==> config.mk <==
export PLATFORM = sky130hd
export DESIGN_NAME = rr_quota_arbiter
export DESIGN_NICKNAME = d
export VERILOG_FILES = /design/src/rtl/rr_quota_arbiter.sv
export SDC_FILE = /design/constraint.sdc
export NUM_CORES = 1
export LEC_CHECK = 0
export CAP_MARGIN = 25
export CORE_UTILIZATION = 50
export CTS_BUF_LIST = sky130_fd_sc_hd__clkbuf_2 sky130_fd_sc_hd__clkbuf_4 sky130_fd_sc_hd__clkbuf_8
export DETAILED_ROUTE_END_ITERATION = 7
export PLACE_DENSITY_LB_ADDON = 0.05
export RECOVER_POWER = 25
export SLEW_MARGIN = 20
export SYNTH_ARGS = -nofsm -noshare
export SYNTH_HDL_FRONTEND = slang
export SYNTH_SLANG_ARGS = --single-unit
==> constraint.sdc <==
create_clock -name clk -period 5.7 [get_ports clk]
set_clock_uncertainty 0.05 [all_clocks]
set_input_delay 1.425 -clock clk [delete_from_list [all_inputs] [get_ports clk]]
set_output_delay 1.425 -clock clk [all_outputs]
set_load 0.005 [all_outputs]
Fig. 1: PDN straps and rails
Pins as bars on the die edge.
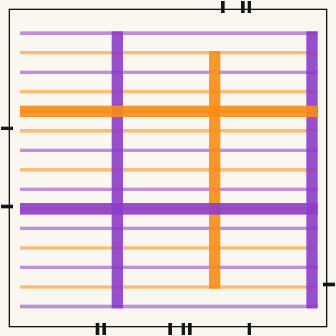
color	net
orange	VDD
purple	VSS
met1 rails	15
rows	14
Die Ht: 44.03 µm
die x size: 44.03 µm
worst vdd ir: 357.3 µV
core footprint: 0.001577 mm²

Fig. 2: placement by cell class
The bar under the picture is 10 µm long.
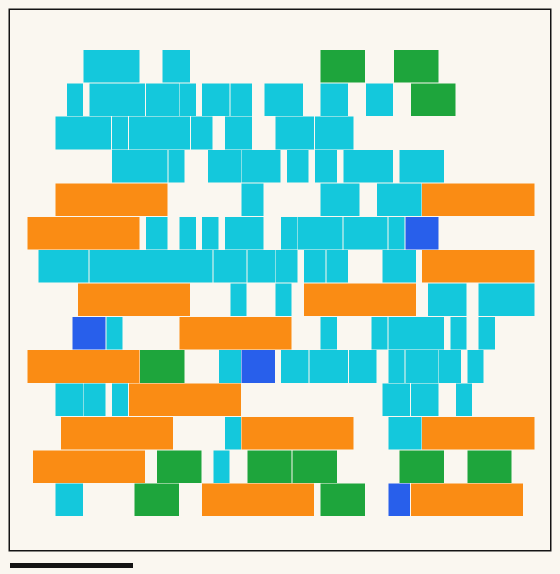
color	class	cells	share of their area
cyan	remaining logic cells	73	50%
orange	registers	15	37%
green	remaining buffers and delay cells	11	11%
blue	clock drivers and dummy loads	4	2.7%
final core occ: 66.03%
sequential cell area share: 36.06%
# rows: 14
post-route cell area: 0.001041 mm²

==> reports/summary.txt <==
Root buffer cell = clkbuf_4
Final WL = 1.648 mm
Max incr delay on CP = 620 ps
Seq pwr = 0.179 mW
Status = completed
Slew margin rel. = 55.06%
Total CTS buffers = 3
Fmax = 0.3351 GHz
Crit Path Class = in2reg
Commonest flop = dfrtp_1
Met3 usage = 8.163%
Post-synth area from yosys stat = 883.3 µm²
Post-cts resize count = 0
DRC = 0
Top Metal Used = met4
Synth logic family = simple AND/OR/NAND/NOR gates
GRT met1 Usage = 31.03%
Flop pwr share = 33.1%
Data required, critical path = 5860 ps
Dpl ws = 2427 ps
Mapped Avg Cell Area = 10.04 µm²
Most instantiated logic cell after routing = dfrtp_1
Clock transition at path regs = 90 ps
CTS tree = yes
# diodes = 0
Critical path, cell by cell = clkdlybuf4s50_1, nand2_1, a21o_1, a21boi_0, a21oi_1, inv_1, nor3_1
Post-layout nets = 115
Initial Util = 56.03%
CTS H-tree lvls = 1
Io pins = 12
Clk power = 0.0614 mW
Register Area = 375.4 µm²
Max reg flops = 4
Cell Count, Final, Fillers Out = 119
Leakage = 0.4904 nW
Fraction of layout cells with a size suffix above 1 = 11.65%
-- cells in the mapped netlist (all sizes together) (2+ instances only) --
master  number  area [µm²]
a21oi        6       33.78
and3         2       12.51
dfrtp       15       375.4
ha           6       75.07
inv          8       30.03
mux2i        4       40.04
nand2        5       18.77
nand2b       3       21.27
nand3        2       10.01
nor2         9       36.29
nor2b        4       25.02
nor3         3       15.01
o21ai        2       10.00
o31ai        2       15.01
-- area by class of cell --
class	count	area share (%)
well taps	16	1.923
flip-flops and latches	15	36.06
multi-input cells	65	45.91
clock buffers	3	2.163
inverters	8	2.885
clock inverters	1	0.4808
repair buffers	11	10.58
-- worst max-delay path: cells and delay by family --
family | cells | cell delay, ps
AOI/OAI and AO/OA | 3 | 720
buffers and inverters | 2 | 740
and+or+nand+nor | 2 | 260
Power is estimated from default activity; no workload was simulated.
